==> config.mk <==
export PLATFORM = sky130hd
export DESIGN_NAME = regfile_wr_demux
export DESIGN_NICKNAME = d
export VERILOG_FILES = /design/src/rtl/regfile_wr_demux.sv
export SDC_FILE = /design/constraint.sdc
export NUM_CORES = 1
export LEC_CHECK = 0
export CAP_MARGIN = 30
export CORE_MARGIN = 5
export CORE_UTILIZATION = 46
export CTS_BUF_LIST = sky130_fd_sc_hd__clkbuf_16
export CTS_CLUSTER_SIZE = 16
export DETAILED_ROUTE_END_ITERATION = 10
export PLACE_DENSITY_LB_ADDON = 0.3
export RECOVER_POWER = 100
export SETUP_SLACK_MARGIN = 0.02
export SYNTH_ARGS = -nofsm -noshare
export SYNTH_HDL_FRONTEND = slang
export SYNTH_SLANG_ARGS = --single-unit
==> constraint.sdc <==
create_clock -name clk -period 3.1 [get_ports clk]
set_input_delay 0.93 -clock clk [delete_from_list [all_inputs] [get_ports clk]]
set_output_delay 0.93 -clock clk [all_outputs]
set_load 0.01 [all_outputs]
run_1/m1.png
Supply wires on this layer in grey.
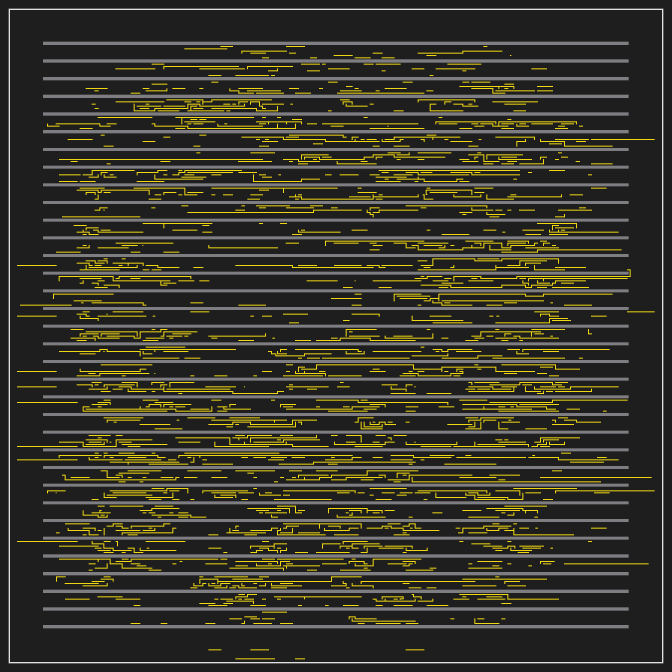
nets with wire on the layer	570
main direction	horizontal
WL final: 10400 µm
via count: 3722
met1 Use GR: 24.3%

run_1/class_map.png
Bar = 20 µm. Fill, decap, tap and diode cells in grey.
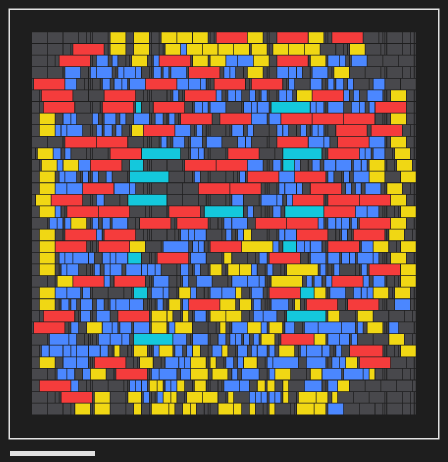
colour	class	cells	share of their area
blue	remaining logic cells	336	38%
yellow	remaining buffers and delay cells	149	25%
cyan	clock drivers and dummy loads	16	5.3%
red	registers	85	32%
Core Box Area: 0.00809 mm²
design area: 0.00539 mm²

run_1/congestion_map.png
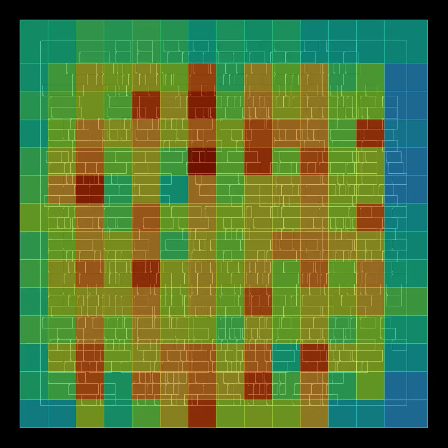
met2 usage: 36.1%
drt wl/cell: 15.1 µm
post-layout util: 66.7%
Top Usage Layer GRT: met2
met3 usage: 3.96%

==> flow_summary.ini, run 1 <==
; yosys + openroad results
[job]
warnings = 28
maxCapViolations = 0

[finish]
flops = 85
sh_seq_area_pct = 31.6
buf_share_pct = 24.2
comb_share_pct = 36.2
n_antenna_cell = 0
final_cell_mix = dfxtp_1 (83), nand2_1 (82), nor2_1 (65), a21oi_1 (45), dlygate4sd3_1 (44)
nFillCells = 729
layout_top_cell = dfxtp_1
comb_area_mm2 = 0.00195
buffers_excl_clock = 149
n_all_inverters = 6
clock_cell_area_share_pct = 5.20
nets = 626
logic_gate_count = 330
syn_to_final_growth_pct = 43.7
register_area_mm2 = 0.00170
stdcell_count = 691
largest_cell_class = combinational gates

[worst_hold_path]
whs_path_depth = 2
hp-class = reg2reg

[placement]
hpwl_um = 7390
dp_slack_ns = -0.660
place.gp.congestion = 0.821
dp_cells = 669
io_buffers = 118

[clock_tree]
cts_setup_buffers = 5
clock_latency_ns = 0.33
cts_tree = done
cts_made_buffers = 9
cts_hold_buf = 0
root_buffer = clkbuf_16
clock_path_buffers = 2

[synthesis]
yosysWarnings = 0
ys_cells = 459
synth.net_count = 504
synthAdderAreaFrac_pct = 1.33
synth.area.mux_share_pct = 10.2
topCellsByArea = dfxtp_1 (45%), mux2i_1 (9.9%), nand2_1 (8.2%), a211oi_1 (7.2%), nor2_1 (6.6%)
synth_area_mm2 = 0.00375
xor_share_pct = 0.467
ys_seq_share_pct = 45.3
logic_family = simple AND/OR/NAND/NOR gates
top_cell_area_share_pct = 45.3
ys_types = 34
simple_gate_share_pct = 21.7
synthCells = 459
ys_sh_aoi_pct = 16.4
synth_chip_area_mm2 = 0.00375
ys.flops = 85

[grt]
antenna_found_initial = 0
grt_pass1_wl_um = 16700
grt_max_degree = 51
grt_overflow = 0
grt_pass1_vias = 3534
grt_util_all_layers_pct = 20.3

[detailed_routing]
met2WireLength_um = 5280
drtPass1Iterations = 4
postRouteAntennaNets = 0
viasPerCell = 5.39
met1Wirelength_um = 4470

[pwr]
top_power_group = sequential cells
pwr-share-clk_pct = 24.4
clk-power_uw = 1010
p_comb_uw = 1520
powerDensity_mw_per_mm2 = 763
power_frac_seq_pct = 38.6
swShare_pct = 36.0
powerSeq_uw = 1590
p_leak_uw = 0.00201
pwr-share-comb_pct = 37.0
internal_power_uw = 2630

[floorplan]
fp-utilization_pct = 46.4
num_rows = 33
chipArea_mm2 = 0.0101
dieHeight_um = 100
ioPinCount = 119
nWellTaps = 105
die_w_um = 100

[setup_path]
cp-start-kind = input port
setup.worst_path.end_class = output port
crit_fanout = 4
worstRegToRegCells = 13
critPathKind = in2out
r2r_slack_ns = 0.54

[sta]
finalSetupTns_ns = 0
fmax_ghz = 0.328
setup_violations = 0
slew_headroom_pct = 64.7
fin_crit_ns = 3.05
hold_ws_ns = 0.456
drv_slew = 0
layout_setup_ws_ns = 0.0540
worstMarginPinSlew_ns = 0.528

[run_status]
status = complete, no violations
run 1: critical path, stage by stage:
cell and delay (ns):
buf_6 0.09, or3_4 0.39, or3_4 0.37, nor3_4 0.17
buf_2 0.15
run 1: synthesized netlist by cell type (all sizes together):
cell,count
a211oi,36
a21oi,45
a31oi,1
a32oi,1
and2,3
and4,1
buf,8
clkbuf,30
dfxtp,85
ha,4
inv,6
mux2,1
mux2i,37
nand2,82
nand2b,4
nand3,6
nand4,2
nand4b,2
nor2,66
nor3,9
nor4,1
nor4b,1
o211a,1
o211ai,2
o21ai,3
o21bai,1
o311ai,1
o31ai,3
o41ai,3
or3,4
or3b,2
or4,6
xnor2,2
==> run 1 -> run 2 <==
--- a/config.mk
+++ b/config.mk
@@ -7,7 +7,7 @@
 export LEC_CHECK = 0
 export CAP_MARGIN = 30
 export CORE_MARGIN = 5
-export CORE_UTILIZATION = 46
+export CORE_UTILIZATION = 30
 export CTS_BUF_LIST = sky130_fd_sc_hd__clkbuf_16
 export CTS_CLUSTER_SIZE = 16
 export DETAILED_ROUTE_END_ITERATION = 10
run_2/congestion_map.png
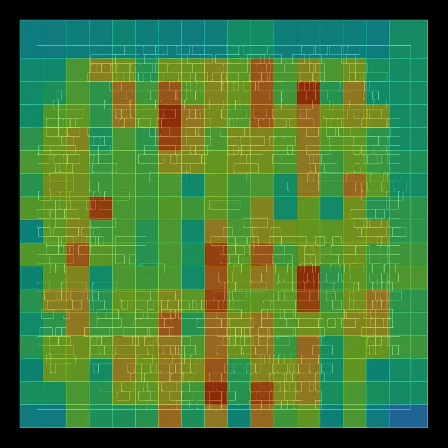
drt wl/cell: 14.5 µm
met2 usage: 26.2%
met3 usage: 2.55%
GRT Total Usage: 14.5%

==> flow_summary.ini, run 2 <==
; yosys + openroad results
[run_status]
status = complete, no violations

[setup_path]
r2r_slack_ns = 0.51
cp-start-kind = input port
path_buffers = 2
critPathTopFamily = simple AND/OR/NAND/NOR gates
crit_cells = 6
critPathKind = in2out
setup.worst_path.end_class = output port
required_ns = 2.17
crit_fanout = 4
path_cells = buf_6, or3_4, nor2_1, nand2_1, nor2_1, dlygate4sd2_1
cp.arrival_ns = 2.10
crit_slowest_cell = or3_4
worstRegToRegCells = 11
max_stage_delay_ns = 0.39
path_common_cell = nor2_1

[floorplan]
nWellTaps = 168
core_area_mm2 = 0.0122
dieHeight_um = 122
die_w_um = 122
num_rows = 40
ioPinCount = 119
chipArea_mm2 = 0.0148
fp-utilization_pct = 30.9

[pwr]
power_frac_seq_pct = 37.5
p_leak_uw = 0.00203
powerDensity_mw_per_mm2 = 763
p_comb_uw = 1560
p_switching_uw = 1480
total_power_uw = 4200
internal_power_uw = 2710
top_power_group = sequential cells
clk-power_uw = 1060
pwr-share-comb_pct = 37.3
swShare_pct = 35.3
ir_drop_mv = 0.323
powerSeq_uw = 1570
pwr-share-clk_pct = 25.2

[synthesis]
flop_cell = dfxtp_1
synth_chip_area_mm2 = 0.00375
ys.flops = 85
ys_cells = 459
yosysWarnings = 0
synth_area_mm2 = 0.00375
synth.net_count = 504
topCellsByArea = dfxtp_1 (45%), mux2i_1 (9.9%), nand2_1 (8.2%), a211oi_1 (7.2%), nor2_1 (6.6%)
top_cell_area_share_pct = 45.3
ys_seq_share_pct = 45.3
yosys-top-cells-count = dfxtp_1 (85), nand2_1 (82), nor2_1 (66), a21oi_1 (45), mux2i_1 (37)
ys_types = 34
largest_area_cell = dfxtp_1
top_cell = dfxtp_1
synthArstFlopShare_pct = 0
synthCells = 459
edf_count = 0
synth.avg_cell_area_um2 = 8.18

[grt]
grt_pass1_vias = 3641
grt_overflow = 0
top_usage_layer = met2
grt_pass1_wl_um = 17500
antenna_found_initial = 0
grt_max_degree = 87

[sta]
layout_setup_ws_ns = 0.0747
fin_crit_ns = 3.03
finalSetupTns_ns = 0
skew_ns = 0.00833
worstMarginPinSlew_ns = 0.993
setup_violations = 0
fmax_ghz = 0.331
drv_slew = 0
grt_setup_unrepaired = no
finalCritPeriodShare_pct = 97.6
hold_ws_ns = 0.452
slew_headroom_pct = 33.8
hold_viol = 0

[placement]
hpwl_um = 7470
dp_cells = 736
io_buffers = 118
dpl_cell_area_mm2 = 0.00526
dp_slack_ns = -0.662
place.gp.congestion = 0.786

[finish]
final_cell_mix = dfxtp_1 (85), nand2_1 (82), nor2_1 (65), a21oi_1 (45), dlygate4sd3_1 (44)
nets = 631
clock_cell_area_share_pct = 5.30
layout_top_cell = dfxtp_1
final_core_util_pct = 45.2
stdcell_count = 759
n_antenna_cell = 0
comb_area_mm2 = 0.00194
syn_to_final_growth_pct = 46.5
sh_seq_area_pct = 31.0
buffers_excl_clock = 154
comb_share_pct = 35.2
flops = 85
nFillCells = 1194
largest_cell_class = combinational gates
final_layout_size_suffix_gt1_share_pct = 10.8
buf_share_pct = 24.3
fin_area_mm2 = 0.00550
logic_gate_count = 330
n_all_inverters = 6
register_area_mm2 = 0.00170
nClkBuffers = 9

[detailed_routing]
wl_met3_um = 525
drtIter0Drc = 142
drc_errors = 0
drtPass1Iterations = 5
viasPerCell = 4.84
postRouteAntennaNets = 0
routed.top_layer = met4
met1Wirelength_um = 4790
met2WireLength_um = 5530

[clock_tree]
clock_sinks = 85
clock_path_buffers = 2
htree_levels = 3
clock_latency_ns = 0.33
clkSlewWorstSetupHoldPaths_ns = 0.06
root_buffer = clkbuf_16
cts_tree = done
cts_made_buffers = 9

[job]
warnings = 27
maxCapViolations = 0

[worst_hold_path]
whs_path_depth = 2
hp-class = reg2reg
run_2/m1.png
Supply wires on this layer in grey.
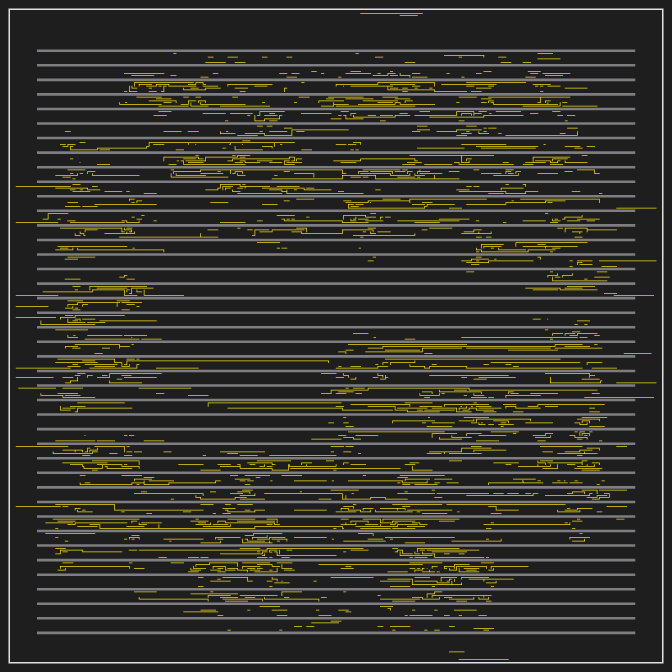
wire length on this layer	4790 µm
share of all routed wire	44%
nets with wire on the layer	572
longest straight run	37.7 µm
main direction	horizontal
met1 Use GR: 17.0%
via count: 3673
WL final: 11000 µm

[run 2: cell families (layout without fill, tap and decap cells)]
kind of cell,Yosys count,count (layout),share of synthesized area (%)
simple gates,189,189,21.7
buf+inv,44,176,4.57
xor+xnor,2,2,0.467
compound gates,97,97,16.4
fa+ha+maj,4,4,1.33
mux,38,38,10.2
flops,85,85,45.3
[run 2: worst min-delay path, stage by stage, from the launching register on]
cell and delay [ns]:
dfxtp_1 0.31, nand2_1 0.05, a21oi_1 0.05
[run 2: what timing repair did]
action,in CTS,in global routing
setup buffers,5,2
setup endpoints to repair,32,7
hold buffers,0,0
gates resized,109,3
pin swaps,7,1
No activity file was given, so power comes from the tool's default toggle rates.
